===== config.mk =====
export PLATFORM = sky130hd
export DESIGN_NAME = stump_cond_unit_flat
export DESIGN_NICKNAME = d
export VERILOG_FILES = /design/src/rtl/stump_cond_unit_if.sv /design/src/rtl/stump_cond_unit.sv /design/src/flat_wrapper.sv
export SDC_FILE = /design/constraint.sdc
export NUM_CORES = 1
export LEC_CHECK = 0
export ABC_AREA = 1
export CAP_MARGIN = 20
export CORE_UTILIZATION = 55
export DETAILED_ROUTE_END_ITERATION = 6
export PLACE_DENSITY_LB_ADDON = 0.15
export SYNTH_ARGS = -nofsm -noshare
export SYNTH_HDL_FRONTEND = slang
export SYNTH_SLANG_ARGS = --single-unit

===== constraint.sdc =====
create_clock -name clk -period 2.1 [get_ports clk]
set_input_delay 0.42 -clock clk [delete_from_list [all_inputs] [get_ports clk]]
set_output_delay 0.42 -clock clk [all_outputs]
set_load 0.02 [all_outputs]

===== src/rtl/stump_cond_unit_if.sv =====
// Request/response and flag bus between the decode/ALU side and the Stump condition unit.
interface stump_cond_unit_if;
    logic [3:0] flags_in;
    logic       flags_we;
    logic       flags_pending;
    logic       cond_valid;
    logic [3:0] cond;
    logic       cond_ready;
    logic       br_valid;
    logic       br_taken;
    logic       br_ready;
    logic [3:0] cc_out;

    modport master (
        output flags_in, flags_we, flags_pending, cond_valid, cond, br_ready,
        input  cond_ready, br_valid, br_taken, cc_out
    );

    modport slave (
        input  flags_in, flags_we, flags_pending, cond_valid, cond, br_ready,
        output cond_ready, br_valid, br_taken, cc_out
    );
endinterface


===== src/rtl/stump_cond_unit.sv =====
// Stump branch-condition unit: holds the NZVC register and resolves condition requests,
// stalling while a flag-setting ALU op is still in flight.
module stump_cond_unit #(
    parameter logic [3:0] CC_RESET = 4'b0000
) (
    input logic              clk,
    input logic              rst_n,
    stump_cond_unit_if.slave bus
);
    localparam int unsigned FLAG_W = 4;
    localparam int unsigned COND_W = 4;

    typedef enum logic [1:0] {IDLE = 2'd0, WAIT = 2'd1, RESP = 2'd2} state_t;

    state_t              state_q, state_d;
    logic [FLAG_W-1:0]   cc_q;
    logic [COND_W-1:0]   cond_q, cond_d;
    logic                br_valid_q, br_valid_d;
    logic                br_taken_q, br_taken_d;
    logic                cond_ready_q, cond_ready_d;
    logic [FLAG_W-1:0]   eff_flags_c;
    logic                accept_c;

    // Flags written this cycle bypass the register so a same-cycle request sees them.
    assign eff_flags_c = bus.flags_we ? bus.flags_in : cc_q;
    assign accept_c    = bus.cond_valid && (state_q == IDLE);

    function automatic logic cond_eval(input logic [COND_W-1:0] c, input logic [FLAG_W-1:0] f);
        logic n, z, v, cy;
        logic res;
        n   = f[3];
        z   = f[2];
        v   = f[1];
        cy  = f[0];
        res = 1'b0;
        case (c)
            4'h0: res = 1'b1;
            4'h1: res = 1'b0;
            4'h2: res = ~cy & ~z;
            4'h3: res = cy | z;
            4'h4: res = ~cy;
            4'h5: res = cy;
            4'h6: res = ~z;
            4'h7: res = z;
            4'h8: res = ~v;
            4'h9: res = v;
            4'hA: res = ~n;
            4'hB: res = n;
            4'hC: res = n ~^ v;
            4'hD: res = n ^ v;
            4'hE: res = ~z & (n ~^ v);
            default: res = z | (n ^ v);
        endcase
        return res;
    endfunction

    // State and registered outputs; reset also masks any same-cycle flag write.
    always_ff @(posedge clk) begin
        if (!rst_n) begin
            state_q      <= IDLE;
            cc_q         <= CC_RESET;
            cond_q       <= '0;
            br_valid_q   <= 1'b0;
            br_taken_q   <= 1'b0;
            cond_ready_q <= 1'b1;
        end else begin
            state_q      <= state_d;
            if (bus.flags_we) begin
                cc_q <= bus.flags_in;
            end
            cond_q       <= cond_d;
            br_valid_q   <= br_valid_d;
            br_taken_q   <= br_taken_d;
            cond_ready_q <= cond_ready_d;
        end
    end

    // Next-state logic.
    always_comb begin
        state_d = state_q;
        case (state_q)
            IDLE: begin
                if (accept_c) begin
                    state_d = (bus.flags_pending && !bus.flags_we) ? WAIT : RESP;
                end
            end
            WAIT: begin
                if (bus.flags_we || !bus.flags_pending) begin
                    state_d = RESP;
                end
            end
            RESP: begin
                if (bus.br_ready) begin
                    state_d = IDLE;
                end
            end
            default: state_d = IDLE;
        endcase
    end

    // Output/datapath next values; the decision is frozen once RESP is entered.
    always_comb begin
        cond_d       = cond_q;
        br_taken_d   = br_taken_q;
        br_valid_d   = (state_d == RESP);
        cond_ready_d = (state_d == IDLE);
        case (state_q)
            IDLE: begin
                if (accept_c) begin
                    cond_d = bus.cond;
                    if (state_d == RESP) begin
                        br_taken_d = cond_eval(bus.cond, eff_flags_c);
                    end
                end
            end
            WAIT: begin
                if (state_d == RESP) begin
                    br_taken_d = cond_eval(cond_q, eff_flags_c);
                end
            end
            default: ;
        endcase
    end

    assign bus.cond_ready = cond_ready_q;
    assign bus.br_valid   = br_valid_q;
    assign bus.br_taken   = br_taken_q;
    assign bus.cc_out     = cc_q;
endmodule


===== src/flat_wrapper.sv =====
// flat-port wrapper written by rule: the top's interface ports become plain ports
module stump_cond_unit_flat 
#(
    parameter logic [3:0] CC_RESET = 4'b0000
)
  (clk, rst_n, bus_flags_in, bus_flags_we, bus_flags_pending, bus_cond_valid, bus_cond, bus_br_ready, bus_cond_ready, bus_br_valid, bus_br_taken, bus_cc_out);
  stump_cond_unit_if bus_i ();
  input logic clk;
  input logic rst_n;
  input wire logic [$bits(bus_i.flags_in)-1:0] bus_flags_in;
  input wire logic [$bits(bus_i.flags_we)-1:0] bus_flags_we;
  input wire logic [$bits(bus_i.flags_pending)-1:0] bus_flags_pending;
  input wire logic [$bits(bus_i.cond_valid)-1:0] bus_cond_valid;
  input wire logic [$bits(bus_i.cond)-1:0] bus_cond;
  input wire logic [$bits(bus_i.br_ready)-1:0] bus_br_ready;
  output wire logic [$bits(bus_i.cond_ready)-1:0] bus_cond_ready;
  output wire logic [$bits(bus_i.br_valid)-1:0] bus_br_valid;
  output wire logic [$bits(bus_i.br_taken)-1:0] bus_br_taken;
  output wire logic [$bits(bus_i.cc_out)-1:0] bus_cc_out;
  assign bus_i.flags_in = bus_flags_in;
  assign bus_i.flags_we = bus_flags_we;
  assign bus_i.flags_pending = bus_flags_pending;
  assign bus_i.cond_valid = bus_cond_valid;
  assign bus_i.cond = bus_cond;
  assign bus_i.br_ready = bus_br_ready;
  assign bus_cond_ready = bus_i.cond_ready;
  assign bus_br_valid = bus_i.br_valid;
  assign bus_br_taken = bus_i.br_taken;
  assign bus_cc_out = bus_i.cc_out;
  stump_cond_unit #(.CC_RESET(CC_RESET)) u_core (.clk(clk), .rst_n(rst_n), .bus(bus_i));
endmodule

==> ci_impl_report.md, run 1 <==
## Synthesis and layout report

| Metric | Value |
|---|---|
| Skew final | 2.50 ps |
| Highest Clock Rate | 566 MHz |
| Worst Path Required | 2270 ps |
| Combinational share of cell area | between 40% and 50% |
| Sinks on Clock Net | 13 |
| Detail Route Antenna Nets | 0 |
| Type of the tightest min-delay check | reg2reg |
| Area Overhead vs Synth | 26.1% |
| Synth Seq Share | 24.4% |
| Leading cell kind | multi-input combinational cells |
| Setup bufs post-CTS | 0 |
| Setup TNS | 0 ps |
| Synth Warn # | 0 |
| WP buf/inv | 4 |
| Vias/cell | 5.51 |
| GR Overflow Total | 0 |
| Gp weighted congestion | 0.916 |
| Crit path time final | 1770 ps |
| Buffering overhead | 18.0% |
| Count of tool warnings | 26 |
| Total die size | 2120 sq um |
| Critical Setup Path Class | in2reg |
| Hold buffer count at CTS | 0 |
| PwrDens | 525 nW/um^2 |
| Max Used Layer | met4 |
| CP endpoint kind | flip-flop |
| Synthesized Nets | 196 |
| Clk root buf | clkbuf_4 |
| DRT iter0 DRCs | 69 |
| Mapped cell area | 1070 sq um |
| M2 GR Usage | between 50% and 60% |
| Post-synthesis cell type count | 19 |
| Filler cells | 161 |
| Dpl cell area | roughly 1300 sq um |
| CTS tree | built |
| Ant diodes | 0 |
| CP Cell Sequence | clkdlybuf4s50_1, buf_12, inv_8, nand2_4, nand2_4, nand2_4, nand3_2, o21ai_0, inv_1, nand2_1, nand2_1, nor2_1, nor2_1 |
| Pwr Total | approximately 0.00071 W |
| Crit path max fanout | 9 |
| Htree depth | 1 |
| Largest net degree at the start of global routing | 10 |
| Final Hold Viols | 0 |
| Drt pass-1 iters | 4 |
| CTS Buf Count | 3 |
| Status | completed |
| Cells after synthesis | 182 |
| CP arrival | 1940 ps |
| Design area | 1350 sq um |
| Logic area | 666 sq um |
| # port buffers | 20 |
| Final HPWL DP | 2210 um |
| Worst Tran Pin Value | 281 ps |
| Worst Hold Slack | 552 ps |
| First-pass GRT wire length | roughly 4600 um |
| Maxcap violations | 0 |
| Largest stage delay, worst path | 500 ps |
| RSZ-0062 raised after global routing | no |
| Seq/total area | 19.3% |
| Top cells excl fill/tap | nand2_1, inv_1, nor2_1, nand3_1, clkdlybuf4s50_1 |
| Met3 wire length | 221 um |
| Comb_multi_in | ~140 |
| Residual DRC | 0 |
| Num rows | 15 |
| Vias in the first global route | roughly 1100 |
| Latest clock arrival within the worst-skew pair | 270 ps |
| Commonest Layout Cell | nand2_1 |
| Register area | 260 sq um |
| Crit-path slowest cell | clkdlybuf4s50_1 |
| Seq cells | 13 |
| Non-CTS buffers | 24 |
| Post-Synthesis Mean Instance Area | 5.86 sq um |
| CP top delay family | buffers and inverters |
| Clkbuf count | 4 |
## run 1: tightest hold or removal path: stages (launching register included)
cell and delay, ps:
dfxtp_1 310, inv_1 120, a21oi_1 80
## run 1: synth_stat cells, drive strengths merged
master / instances / share of area (%)
o31ai: 1 / 0.70
dfxtp: 13 / 24
a21oi: 8 / 3.8
clkbuf: 1 / 0.47
inv: 30 / 11
nor2: 30 / 11
a211oi: 1 / 0.70
nand4: 3 / 1.8
buf: 2 / 1.5
o21ai: 6 / 2.8
nand2: 64 / 30
nand3: 22 / 11
o22ai: 1 / 0.59
## run 1: path summary, 6_finish.rpt
path / start / to / slack (ps) / depth (start not counted)
max: bus_flags_we / u_core.bus.br_taken / 330 / 13
min: u_core.cond_q[2] / u_core.cond_q[2] / 550 / 2
max reg2reg: u_core.cond_q[0] / u_core.bus.br_taken / 660 / 11
min reg2reg: u_core.cond_q[2] / u_core.cond_q[2] / 550 / 2
## run 1: state kept, by name (all words and copies together) (netlist names)
name	flops
u_core.cond_q	4
u_core.state_q	2
u_core.bus.br_valid	1
u_core.bus.cc_out	4
u_core.bus.cond_ready	1
u_core.bus.br_taken	1
## run 1: report_power, final
group	switching [W]	internal [W]	leakage, nW	total [W]
Clock	0.0000796	0.0000737	0.0150	0.000153
Sequential	0.0000185	0.000267	0.108	0.000285
Combinational	0.000157	0.000110	0.579	0.000268
## run 1: cell families (layout without fill, tap and decap cells)
family	count (synthesis)	in the layout	share of synthesized area (%)
buf+inv	33	58	13.2
compound gates	17	17	8.56
flops	13	13	24.4
simple gates	119	119	53.8
## run 1: stage by stage
stage,utilization [%],std cells
global route,76.3,232
CTS,76.3,232
detailed placement,74.8,228
finish,76.3,232
global placement,74.8,228
floorplan,-,182
run_1/pdn.png
Scale: 10 px per um. Pins as bars on the die edge.
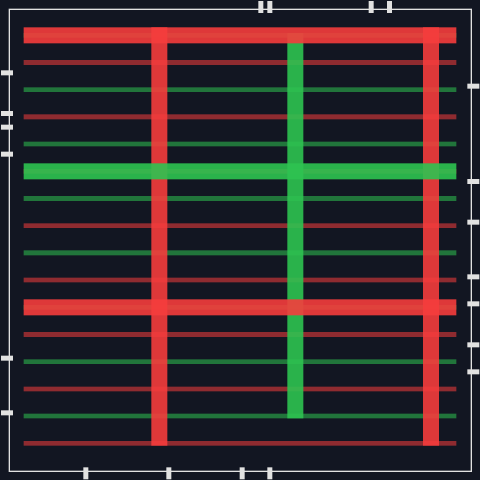
Key: red = VSS; green = VDD
3 straps on met4. 21 signal pins sit on the boundary. The core has 15 rows. 16 met1 rails follow the rows.
Core Area: 1760 sq um
die span in y: 46.1 um
VDD IR max: 0.412 mV
Chip Width: 46.1 um

run_1/density.png
Scale: 6 px per um. 9 x 9 tiles, from white (low) to dark blue (high), 0 to 100% covered.
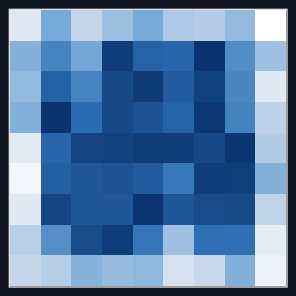
46% of the tiles are over 75% full. The fullest tile reaches 99%. 1.2% of the tiles are nearly empty.
Init Core Util: 60.5%
post-layout util: 76.3%

run_1/final_congestion.png
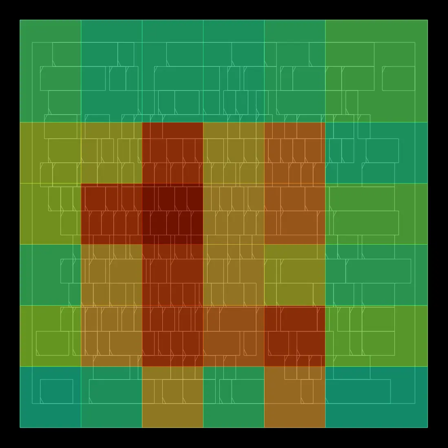
met3 Use GR: 4.71%
GRT Util Overall: 29.9%
layer with the highest usage: met2

run_1/metal_stack.png
Scale: 12 px per um. Only two layers are drawn.
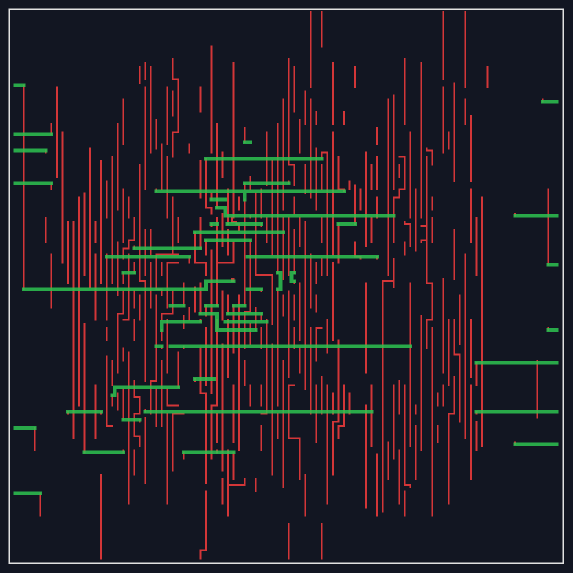
Key: green = met3 [wire length 221 um]; red = met2 [wire length 1310 um]
via count: 1278
final wirelength: 2730 um
Routed wire per std cell: 11.8 um

run_1/clock_map.png
Scale: 12 px per um.
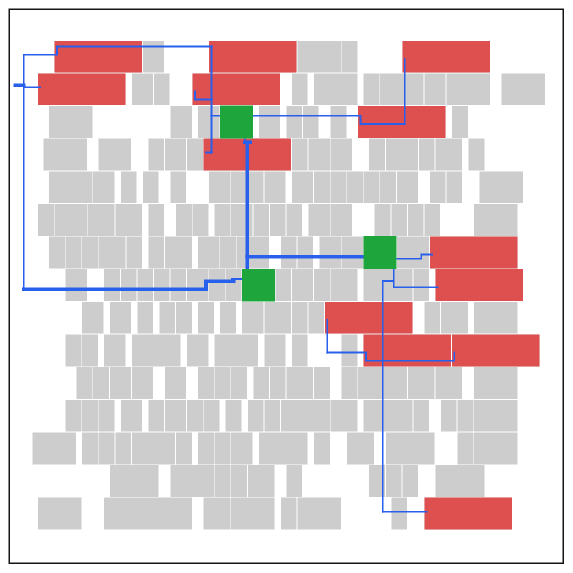

==> run 1 -> run 2 <==
CORE_UTILIZATION = 51   (was 55)
clock period = 1.8 ns   (was 2.1 ns; I/O delays follow)
run_2/clock_map.png
Scale: 12 px per um.
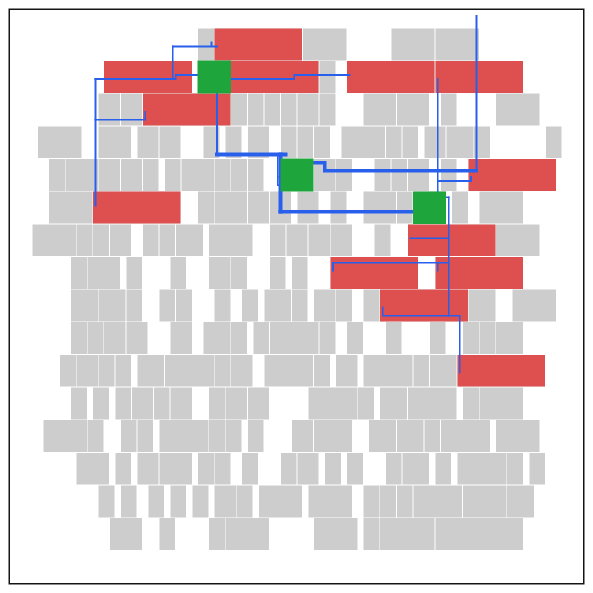
Key: green = cells driving clock nets [count 3]; blue = clock wires [length 159 um]; red = flip-flops [count 13]
There are 4 routed clock nets.
clock group share of total power: 21.2%
skew final: 4.38 ps

==> ci_impl_report.md, run 2 <==
## Synthesis and layout report

| Metric | Value |
|---|---|
| Status | completed |
| Cell taking the most area after synthesis | dfxtp_1 |
| Filler cells | 183 (+14%) |
| Vias/cell | 5.09 (-7.6%) |
| Latest clock arrival within the worst-skew pair | 280 ps (about the same) |
| Total die size | 2280 sq um (+7.5%) |
| WP buf/inv | 1 (-3) |
| Count of tool warnings | 26 (unchanged) |
| Die span in y | 47.7 um (+3.7%) |
| GR Overflow Total | 0 (unchanged) |
| Detail Route Antenna Nets | 0 (unchanged) |
| Maxcap violations | 0 (unchanged) |
| Type of the tightest min-delay check | reg2reg |
| Clk root buf | clkbuf_4 |
| Htree depth | 1 (unchanged) |
| Final Hold Viols | 0 (unchanged) |
| CP arrival | 1320 ps (-620 ps) |
| Post-synthesis cell type count | 19 (unchanged) |
| Via count | 1222 (-4.4%) |
| Largest net degree at the start of global routing | 10 (unchanged) |
| Mux area share | 0% (unchanged) |
| # port buffers | 20 (unchanged) |
| Synth Warn # | 0 (unchanged) |
| Setup bufs post-CTS | 0 (unchanged) |
| Hold buffer count at CTS | 0 (unchanged) |
| Post-layout util | 71.7% (-4.6 points) |
| Top cells excl fill/tap | nand2_1, inv_1, nor2_1, nand3_1, clkdlybuf4s50_1 |
| Ant diodes | 0 (unchanged) |
| Most common cell in the netlist | nand2_1 |
| AND/OR/NAND/NOR Cells, Area Fraction | 53.8% (unchanged) |
| Gp weighted congestion | 0.895 (-2.3%) |
| Synthesized Nets | 196 (unchanged) |
| Num rows | 16 (+1) |
| Pwr Total | 0.000832 W (+18%) |
| CTS Buf Count | 3 (unchanged) |
| Critical Setup Path Class | reg2out |
| Final HPWL DP | 2130 um (-3.7%) |
| CP endpoint kind | output pin |
| Design area | 1410 sq um (+4.6%) |
| Crit-path slowest cell | clkdlybuf4s50_1 |
| Commonest Layout Cell | nand2_1 |
| Cells after synthesis | 182 (unchanged) |
| RSZ-0062 raised after global routing | no |
| Prevailing post-synth register cell | dfxtp_1 |
| Adder share | 0% (unchanged) |
| Area leader share | 24.4% (unchanged) |
| Async S/R FF share, synth | 0% (unchanged) |
| Post-synth EDFFs | 0 (unchanged) |
| Post-synth top cells | nand2_1, inv_1, nor2_1, nand3_1, dfxtp_1 |
| Area Overhead vs Synth | 31.9% |
| Worst Tran Pin Value | 261 ps (-20.5 ps) |
| Sinks on Clock Net | 13 (unchanged) |
| Vias in the first global route | 1005 (-9.0%) |
| Drt pass-1 iters | 4 (unchanged) |
| Core Area | 1960 sq um (+11%) |
| PwrDens | 591 nW/um^2 (+13%) |
| Mapped cell area | 1070 sq um (unchanged) |
| Main area contributors | dfxtp_1, nand2_1, inv_1, nor2_1, nand3_1 |
| GRT Util Overall | 25.1% (-4.8 points) |
| Post-Synthesis Mean Instance Area | 5.86 sq um (unchanged) |
| Setup TNS | 0 ps (unchanged) |
| Final wirelength | 2600 um (-4.9%) |
| Highest Clock Rate | between 500 and 600 MHz |
| DRT iter0 DRCs | 27 (-61%) |
| Dpl cell area | 1370 sq um (+3.6%) |
| CP top delay family | buffers and inverters |
| Dominant comb cell | simple AND/OR/NAND/NOR gates |
| Yosys xor share | 0% (unchanged) |
| Worst Path Required | 1440 ps (-830 ps) |
| Init Core Util | 54.4% (-6.1 points) |
| Chip Width | 47.7 um (+3.7%) |
| CP Cell Sequence | clkdlybuf4s50_1 |
| First-pass GRT wire length | 4080 um (-12%) |
| Crit path time final | 1680 ps |
| Routed wire per std cell | 10.8 um (-8.0%) |
| Synth Seq Share | 24.4% (unchanged) |
| Largest stage delay, worst path | 630 ps (+130 ps) |
| VDD IR max | 0.571 mV (+39%) |
| Crit path max fanout | 3 (-6) |
| Aoi share | 8.56% (unchanged) |
run 2: path summary, 6_finish.rpt:
path / from / endpoint / slack [ps] / cells past startpoint
max: u_core.bus.cc_out[3] / bus_cc_out[3] / 120 / 1
min: u_core.bus.br_taken / u_core.bus.br_taken / 540 / 2
max reg2reg: u_core.cond_q[0] / u_core.bus.br_taken / 380 / 11
min reg2reg: u_core.bus.br_taken / u_core.bus.br_taken / 540 / 2
run 2: logic make-up (layout without fill, tap and decap cells):
kind of cell | Yosys count | count (layout)
simple gates | 119 | 119
buf+inv | 33 | 64
compound gates | 17 | 17
flops | 13 | 13
run 2: cell type report:
type                       instances  area (sq um)  share of cell area (%)
multi-input combinational        136           677                    48.1
timing repair buffer              30           290                    20.6
sequential                        13           260                    18.5
inverter                          30           120                    8.53
tap                               27          33.8                    2.40
clock buffer                       4          26.3                    1.87
run 2: what timing repair did:
action	4_1_cts	5_1_grt
setup endpoints to repair	0	1
hold endpoints to repair	0	0
resized	0	5
run 2: where the power goes:
part           switching, W  total, W  internal (W)
sequential        0.0000205  0.000332      0.000311
clock             0.0000907  0.000177     0.0000860
combinational      0.000184  0.000324      0.000140
total              0.000295  0.000832      0.000537
run 2: layer usage:
layer  vias to the layer above  GRT usage, %  share of wire (%)  routed length [um]
li1                        635             -                  -                   -
met1                       551          33.0                 46                1190
met2                        32          43.5                 48                1260
met3                         4          4.53                5.2                 134
met4                         0          3.33               0.73                  19
met5                         -             0                  0                   0
run 2: stage by stage:
step | worst slack [ps] | hold slack [ps] | cells
floorplan | 428 | 489 | 182
global placement | -161 | 517 | 236
global route | 78.1 | 570 | 240
finish | 115 | 538 | 240
CTS | 91.9 | 544 | 240
detailed placement | -201 | 519 | 236
run_2/final_congestion.png
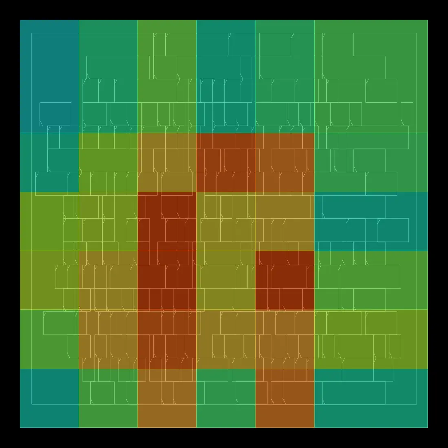

==> run 2 -> run 3 <==
--- a/config.mk
+++ b/config.mk
@@ -12,2 +12,3 @@
 export PLACE_DENSITY_LB_ADDON = 0.15
+export SKIP_LAST_GASP = 1
 export SYNTH_ARGS = -nofsm -noshare
--- a/constraint.sdc
+++ b/constraint.sdc
@@ -3,2 +3,2 @@
 set_output_delay 0.36 -clock clk [all_outputs]
-set_load 0.02 [all_outputs]
+set_load 0.1 [all_outputs]
run_3/final_congestion.png
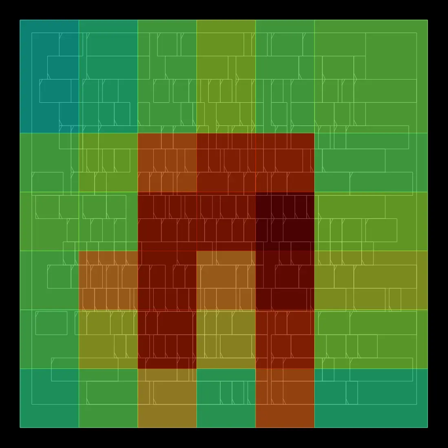
M2 GR Usage: 48.9%
post-layout util: 76.6%
met3 Use GR: 4.91%
grt met1 use: 39.4%
GRT Util Overall: 30.3%

==> ci_impl_report.md, run 3 <==
## Synthesis and layout report

| Metric | Value |
|---|---|
| Post-synth top cells | nand2_1, inv_1, nor2_1, nand3_1, dfxtp_1 |
| Combinational share of power | 45.1% (+6.2 points) |
| Dpl cell area | 1460 sq um (+6.6%) |
| CP endpoint kind | flip-flop |
| Main area contributors | dfxtp_1, nand2_1, inv_1, nor2_1, nand3_1 |
| Total die size | 2280 sq um (unchanged) |
| Area leader share | 24.4% (unchanged) |
| Latest clock arrival within the worst-skew pair | 290 ps (about the same) |
| Pre-CTS setup slack | -243 ps (-41.7 ps) |
| Highest Clock Rate | 637 MHz (+7.3%) |
| Clock group share of total power | 20.3% (-0.9 points) |
| Type of the tightest min-delay check | reg2reg |
| First-pass GRT wire length | 4840 um (+19%) |
| Ant diodes | 0 (unchanged) |
| Dominant comb cell | simple AND/OR/NAND/NOR gates |
| Switching Fraction | 42.4% (+7.0 points) |
| Status | completed |
| CTS Buf Count | 3 (unchanged) |
| Async S/R FF share, synth | 0% (unchanged) |
| Cells after DPL | 238 (+0.85%) |
| Area Overhead vs Synth | 40.8% |
| Post-synth EDFFs | 0 (unchanged) |
| Sw Pwr | 0.000420 W (+42%) |
| Residual DRC | 0 |
| Post-Synthesis Mean Instance Area | 5.86 sq um (unchanged) |
| Largest net degree at the start of global routing | 10 (unchanged) |
| # port buffers | 20 (unchanged) |
| Crit path time final | 1570 ps (-115 ps) |
| Startpoint Class | input port |
| Adder share | 0% (unchanged) |
| Maxcap violations | 0 (unchanged) |
| AND/OR/NAND/NOR Cells, Area Fraction | 53.8% (unchanged) |
| P_leak | between 0.7 and 0.8 nW |
| Via count | 1288 (+5.4%) |
| Init Core Util | 54.4% (unchanged) |
| Htree depth | 1 (unchanged) |
| CP arrival | 1760 ps (+440 ps) |
| Max-slew violation count | 0 |
| Sinks on Clock Net | 13 (unchanged) |
| Hold buffer count at CTS | 0 (unchanged) |
| Die span in y | 47.7 um (unchanged) |
| Final wirelength | 3200 um (+23%) |
| VDD IR max | 0.478 mV (-16%) |
| Sequential power | 0.000343 W (+3%) |
| Synth Warn # | 0 (unchanged) |
| Drt pass-1 iters | 5 (+1) |
| DRT iter0 DRCs | 93 (+240%) |
| RSZ-0062 raised after global routing | no |
| Post-synthesis cell type count | 19 (unchanged) |
| Layer with the highest usage | met2 |
| Yosys xor share | 0% (unchanged) |
| Most common cell in the netlist | nand2_1 |
| Design area | 1500 sq um (+6.8%) |
| Vias/cell | 5.30 (+4.1%) |
| Fin nets | 231 |
| Count of tool warnings | 26 (unchanged) |
| Final setup margin | 231 ps (+115 ps) |
| Cell taking the most area after synthesis | dfxtp_1 |
| Top cells excl fill/tap | nand2_1, inv_1, nor2_1, nand3_1 |
| GR Overflow Total | 0 (unchanged) |
| Routed wire per std cell | 13.2 um (+22%) |
| Gp weighted congestion | 0.912 (+1.9%) |
| Final Hold Viols | 0 (unchanged) |
| Worst Hold Slack | 569 ps (+31.1 ps) |
| Num rows | 16 (unchanged) |
| Top pwr grp | combinational cells |
| Synthesized Nets | 196 (unchanged) |
| Post-synth regs | 13 |
| Worst Tran Pin Value | 287 ps (+25.7 ps) |
| Comb power | 0.000447 W (+38%) |
| Synth Seq Share | 24.4% (unchanged) |
| PwrDens | 659 nW/um^2 (+12%) |
| Filler cells | 164 (-10%) |
| Detail Route Antenna Nets | 0 (unchanged) |
| Critical Setup Path Class | in2reg |
| Final HPWL DP | 2350 um (+11%) |
| Core Area | 1960 sq um (unchanged) |
| Setup TNS | 0 ps (unchanged) |
| Chip Width | 47.7 um (unchanged) |
| CTS tree | built |
| Final Non-Filler Cells | 243 (+1.3%) |
| Pwr Total | 0.000991 W (+19%) |
| Cells after synthesis | 182 (unchanged) |
| Mux area share | 0% (unchanged) |
| Worst Path Required | 1990 ps (+550 ps) |
| Aoi share | 8.56% (unchanged) |
| Clk root buf | clkbuf_4 |
| Mapped cell area | 1070 sq um (unchanged) |
| Clock tree buffer depth | 2 |
| Sequential power share | 34.6% (-5.3 points) |
| Crit path max fanout | 4 (+1) |
| Skew final | 2.83 ps (-1.55 ps) |
| Vias in the first global route | 1152 (+15%) |
| Pint | 0.000571 W (+6.2%) |
| Number of standard cells reported by yosys | 182 |
| Prevailing post-synth register cell | dfxtp_1 |
| Layout cell share with drive strength beyond 1 | 22.7% |
| Clock-net power | 0.000202 W (+14%) |
| Commonest Layout Cell | nand2_1 |
==> run 3: netlist changes by cell type in the layout (fill, tap and decap cells not counted), sizes merged <==
cell | previous run | this run
buf | 10 | 20
clkdlybuf4s50 | 19 | 12
==> run 3: timing repair <==
| action | 4_1_cts | 5_1_grt |
|---|---|---|
| setup buffers | 0 | 1 |
| setup endpoints to repair | 0 | 1 |
| endpoints found under the hold margin | 0 | 0 |
| resized | 0 | 3 |
==> run 3: final cells by class <==
cell class	instances	area (sq um)	area share, %
Tap cell	27	33.8	2.25
Inverter	30	120	7.99
Sequential cell	13	265	17.7
Multi-Input combinational cell	136	674	44.9
Clock buffer	4	26.3	1.75
Timing Repair Buffer	33	383	25.5
==> run 3: kinds of logic (layout without fill, tap and decap cells) <==
| group | after synthesis | after routing |
|---|---|---|
| flip-flops | 13 | 13 |
| AND/OR/NAND/NOR | 119 | 119 |
| buffers and inverters | 33 | 67 |
| AND-OR/OR-AND | 17 | 17 |
==> run 3: worst max-delay path, cell delays in order <==
cell,delay (ps)
clkdlybuf4s50_1,530
inv_1,100
nand2_1,110
nand3_1,90
nand2_1,70
nand2_1,60
nand2_1,50
nand4_1,90
nor2_1,100
nor2_1,50
nor2_1,100
nor2_1,40
==> run 3: worst paths after layout <==
kind / start / endpoint / slack, ps / depth (start not counted)
worst max-delay path: bus_cond[0] / u_core.bus.br_taken / 230 / 12
worst min-delay path: u_core.cond_q[3] / u_core.cond_q[3] / 570 / 2
worst max register to register: u_core.cond_q[0] / u_core.bus.br_taken / 310 / 11
worst min register to register: u_core.cond_q[3] / u_core.cond_q[3] / 570 / 2
==> run 3: layer usage <==
metal | wire (um) | part of all wire, %
met5 | 0 | 0
met1 | 1290 | 40
met2 | 1600 | 50
met4 | 55 | 1.7
met3 | 261 | 8.1
Power is estimated from default activity; no workload was simulated.
